==> images/zoom.png <==
Window x 143 to 168, y 455 to 480 um. Cells in gray, sequential cells in the stronger gray; small squares are vias.
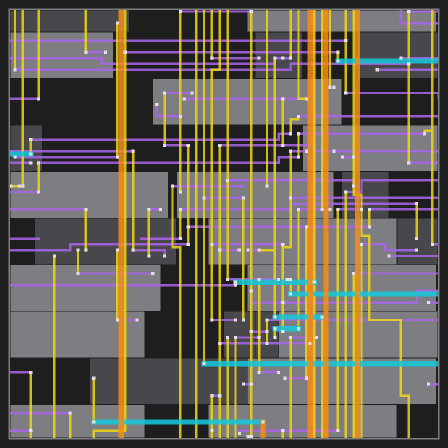
==> images/met1.png <==
(1 px per um)
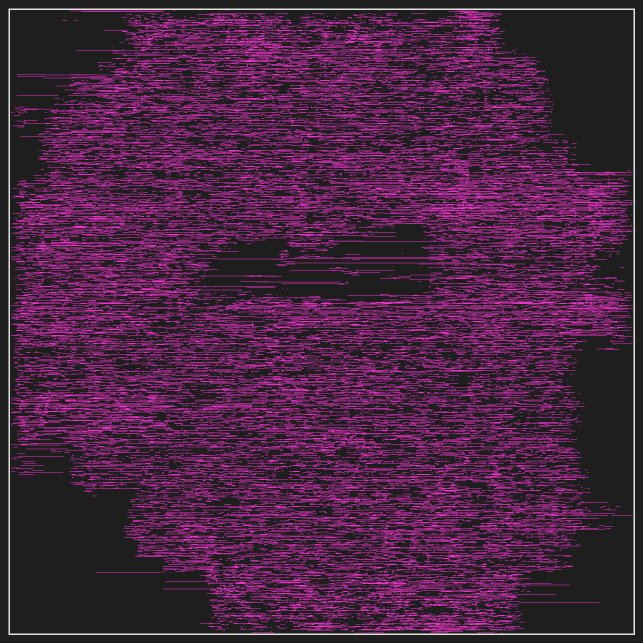
[src/rtl/maxpool_pkg.sv]
// rtl/maxpool_pkg.sv - shared widths, pad value and lane slicing for the maxpool FIFO bank
package maxpool_pkg;

    typedef struct packed {
        logic push;
        logic pop;
        logic merge;
        logic ovf_set;
        logic unf_set;
    } ctl_t;

    function automatic int ptr_width(input int depth);
        return $clog2(depth) + 1;
    endfunction

    // Padding lanes must never win a max compare.
    function automatic logic [63:0] pad_value(input int dw, input bit signed_mode);
        if (signed_mode) return 64'd1 << (dw - 1);
        return 64'd0;
    endfunction

    function automatic int lane_lsb(input int lane, input int dw);
        return lane * dw;
    endfunction

endpackage

[src/rtl/maxpool_lane_mem.sv]
// rtl/maxpool_lane_mem.sv - one lane: storage, head read, max/pad select, registered output
module maxpool_lane_mem
    import maxpool_pkg::*;
#(
    parameter int DATA_WIDTH = 16,
    parameter int DEPTH      = 16,
    parameter bit SIGNED     = 1'b1,
    localparam int AW        = $clog2(DEPTH)
) (
    input  logic                  clk,
    input  logic                  rst_n,
    input  logic                  push_i,
    input  logic                  merge_i,
    input  logic                  pop_i,
    input  logic                  mask_i,
    input  logic [DATA_WIDTH-1:0] din_i,
    input  logic [AW-1:0]         wr_addr_i,
    input  logic [AW-1:0]         rd_addr_i,
    output logic [DATA_WIDTH-1:0] dout_o
);

    localparam logic [DATA_WIDTH-1:0] PAD = DATA_WIDTH'(pad_value(DATA_WIDTH, SIGNED));

    logic [DATA_WIDTH-1:0] mem_q [DEPTH];
    logic [DATA_WIDTH-1:0] head;
    logic [DATA_WIDTH-1:0] wdata;
    logic [DATA_WIDTH-1:0] dout_q, dout_d;
    logic                  din_greater;

    assign head        = mem_q[rd_addr_i];
    assign din_greater = SIGNED ? ($signed(din_i) > $signed(head)) : (din_i > head);

    always_comb begin
        wdata = head;
        if (push_i) begin
            wdata = mask_i ? din_i : PAD;
        end else if (mask_i && din_greater) begin
            wdata = din_i;
        end
    end

    // A merge on a full FIFO writes over the head it just consumed.
    always_ff @(posedge clk) begin
        if (push_i || merge_i) begin
            mem_q[wr_addr_i] <= wdata;
        end
    end

    always_comb begin
        dout_d = dout_q;
        if (pop_i) dout_d = head;
    end

    always_ff @(posedge clk or negedge rst_n) begin
        if (!rst_n) dout_q <= '0;
        else        dout_q <= dout_d;
    end

    assign dout_o = dout_q;

endmodule

[src/rtl/maxpool_fifo_bank.sv]
// rtl/maxpool_fifo_bank.sv - NUM_FIFO lanes sharing pointers, with flags and in-place max-merge
module maxpool_fifo_bank
    import maxpool_pkg::*;
#(
    parameter int DATA_WIDTH = 16,
    parameter int DEPTH      = 16,
    parameter int NUM_FIFO   = 16,
    parameter bit SIGNED     = 1'b1,
    localparam int PW        = ptr_width(DEPTH)
) (
    input  logic                           clk,
    input  logic                           rst_n,
    input  logic                           rd_clr,
    input  logic                           wr_clr,
    input  logic                           rd_en,
    input  logic                           wr_en,
    input  logic                           max_mode,
    input  logic [NUM_FIFO-1:0]            lane_mask,
    input  logic [DATA_WIDTH*NUM_FIFO-1:0] data_in,
    output logic [DATA_WIDTH*NUM_FIFO-1:0] data_out,
    output logic                           data_valid,
    output logic [PW-1:0]                  count,
    output logic                           full,
    output logic                           empty,
    output logic                           overflow,
    output logic                           underflow
);

    localparam int AW = PW - 1;

    logic [PW-1:0] wr_ptr_q, wr_ptr_d;
    logic [PW-1:0] rd_ptr_q, rd_ptr_d;
    logic          ovf_q, ovf_d;
    logic          unf_q, unf_d;
    logic          valid_q, valid_d;
    ctl_t          ctl;

    assign count = wr_ptr_q - rd_ptr_q;
    assign full  = (count == PW'(DEPTH));
    assign empty = (count == '0);

    // Any clear suppresses the data-path operations of that cycle.
    always_comb begin
        ctl = '0;
        if (!(rd_clr || wr_clr)) begin
            if (wr_en && max_mode) begin
                ctl.merge   = !empty;
                ctl.unf_set = empty;
            end else begin
                ctl.pop     = rd_en && !empty;
                ctl.unf_set = rd_en && empty;
                ctl.push    = wr_en && (!full || ctl.pop);
                ctl.ovf_set = wr_en && !ctl.push;
            end
        end
    end

    always_comb begin
        wr_ptr_d = wr_ptr_q;
        rd_ptr_d = rd_ptr_q;
        if (wr_clr)                     wr_ptr_d = '0;
        else if (ctl.push || ctl.merge) wr_ptr_d = wr_ptr_q + PW'(1);
        if (rd_clr)                     rd_ptr_d = '0;
        else if (ctl.pop || ctl.merge)  rd_ptr_d = rd_ptr_q + PW'(1);
        ovf_d   = (rd_clr && wr_clr) ? 1'b0 : (ovf_q || ctl.ovf_set);
        unf_d   = (rd_clr && wr_clr) ? 1'b0 : (unf_q || ctl.unf_set);
        valid_d = ctl.pop;
    end

    always_ff @(posedge clk or negedge rst_n) begin
        if (!rst_n) begin
            wr_ptr_q <= '0;
            rd_ptr_q <= '0;
            ovf_q    <= 1'b0;
            unf_q    <= 1'b0;
            valid_q  <= 1'b0;
        end else begin
            wr_ptr_q <= wr_ptr_d;
            rd_ptr_q <= rd_ptr_d;
            ovf_q    <= ovf_d;
            unf_q    <= unf_d;
            valid_q  <= valid_d;
        end
    end

    assign overflow   = ovf_q;
    assign underflow  = unf_q;
    assign data_valid = valid_q;

    for (genvar g = 0; g < NUM_FIFO; g++) begin : g_lane
        maxpool_lane_mem #(
            .DATA_WIDTH (DATA_WIDTH),
            .DEPTH      (DEPTH),
            .SIGNED     (SIGNED)
        ) u_lane (
            .clk       (clk),
            .rst_n     (rst_n),
            .push_i    (ctl.push),
            .merge_i   (ctl.merge),
            .pop_i     (ctl.pop),
            .mask_i    (lane_mask[g]),
            .din_i     (data_in[lane_lsb(g, DATA_WIDTH) +: DATA_WIDTH]),
            .wr_addr_i (wr_ptr_q[AW-1:0]),
            .rd_addr_i (rd_ptr_q[AW-1:0]),
            .dout_o    (data_out[lane_lsb(g, DATA_WIDTH) +: DATA_WIDTH])
        );
    end

endmodule

[config.mk]
export PLATFORM = sky130hd
export DESIGN_NAME = maxpool_fifo_bank
export DESIGN_NICKNAME = d
export VERILOG_FILES = /design/src/rtl/maxpool_pkg.sv /design/src/rtl/maxpool_lane_mem.sv /design/src/rtl/maxpool_fifo_bank.sv
export SDC_FILE = /design/constraint.sdc
export NUM_CORES = 2
export LEC_CHECK = 0
export CORE_MARGIN = 2
export CORE_UTILIZATION = 45
export DETAILED_ROUTE_END_ITERATION = 7
export PLACE_DENSITY = 0.62
export SLEW_MARGIN = 15
export SYNTH_ARGS = -nofsm -noshare
export SYNTH_HDL_FRONTEND = slang
export SYNTH_SLANG_ARGS = --single-unit
[constraint.sdc]
create_clock -name clk -period 62 [get_ports clk]
set_input_delay 15.5 -clock clk [delete_from_list [all_inputs] [get_ports clk]]
set_output_delay 15.5 -clock clk [all_outputs]
set_load 0.02 [all_outputs]
==> flow_metrics.py <==
# Generated from Yosys and OpenROAD reports
metrics = {
    "global_route": {
        "antenna_found_initial": 20,
        "grt_use_total_pct": 22.6,
        "grt_max_degree": 133,
        "grt_use_met2_pct": 38.1,
        "gr-usage-met1_pct": 30.7,
        "overflow": 0,
        "grt_pass1_vias": 88200,
    },
    "cells_and_area": {
        "final-seq-area_sq_um": 130000,
        "clkbuf_count": 530,
        "syn2layout_area_growth_pct": 15.3,
        "lay_top_count": "edfxtp_1",
        "final_util_pct": 52.1,
    },
    "sta": {
        "fmax_ghz": 0.0492,
        "slew_violations": 0,
        "fin_skew_ns": 0.0485,
        "min_period_ns": 20.32,
    },
    "route": {
        "postRouteAntennaNets": 0,
        "dr.pass1.iters": 6,
        "route.vias.total": 85200,
        "wl_met2_um": 223000,
        "drtIter0Drc": 9293,
        "dr_wl_met3_um": 27000,
        "routed_wl_um": 443000,
        "vias_per_cell": 5.98,
        "drc": 0,
    },
    "power": {
        "p_leak_nw": 64.5,
        "vdd_ir_drop_max_uv": 24.3,
    },
    "critical_path": {
        "worstPathRequired_ns": 46.50,
        "critPathBufInv": 2,
        "cp_slowest_cell": "dfrtp_4",
        "r2r_slack_ns": 52.96,
        "cp.depth": 7,
    },
    "place": {
        "hpwl_um": 254000,
        "place_congestion": 0.842,
    },
    "run_status": {
        "status": "finished clean",
    },
    "clock_network": {
        "postCtsResizedCells": 0,
        "clk_latency_ns": 0.98,
    },
    "floorplan": {
        "die_height_um": 623,
        "tap_cells": 5038,
        "die_area_sq_um": 389000,
    },
    "yosys": {
        "synth_area_leader_cell": "edfxtp_1",
        "synth-edff-count": 4096,
        "floorplan.nets": 8619,
        "ys_cells": 8074,
    },
    "min_path": {
        "hp-class": "flop to flop",
    },
}
About zoom.png:
| layer | color |
|---|---|
| met3 | cyan |
| met1 | purple |
| met2 | yellow |
| met4 | orange |
most frequent: edfxtp_1 (12), mux4_2 (2)
netlist names of flops here include: g_lane.u_lane.mem_q (12), g_lane.u_lane.dout_o (1)
cells with their middle in the window: 20
sequential cells in the window: 13

About met1.png:
wire length on this layer: 178 mm
nets with wire on the layer: 9103
main direction: horizontal
longest straight run: 190 um
share of all routed wire: 40%

-- sequential cells by signal, indices dropped and copies added (netlist names) --
register,flops
data_valid,1
g_lane.u_lane.dout_o,256
g_lane.u_lane.mem_q,4096
overflow,1
rd_ptr_q,5
underflow,1
wr_ptr_q,5
-- metrics by stage --
stage	std cells	power [mW]	hold slack [ns]	cell area [sq um]
6_report	14300	7.08	0.474	199000
3_3_place_gp	13400	4.46	0.465	184000
3_5_place_dp	13400	4.49	0.462	185000
4_1_cts	14200	7.15	0.480	199000
2_1_floorplan	8074	4.06	0.471	173000
5_1_grt	14300	7.33	0.506	199000
-- where the power goes --
part	leakage, nW	internal [mW]	switching [mW]	total [mW]
clock network	7.07	1.55	1.12	2.67
registers	40.3	3.44	0.0773	3.52
logic	17.1	0.362	0.535	0.897
No activity file was given, so power comes from the tool's default toggle rates.
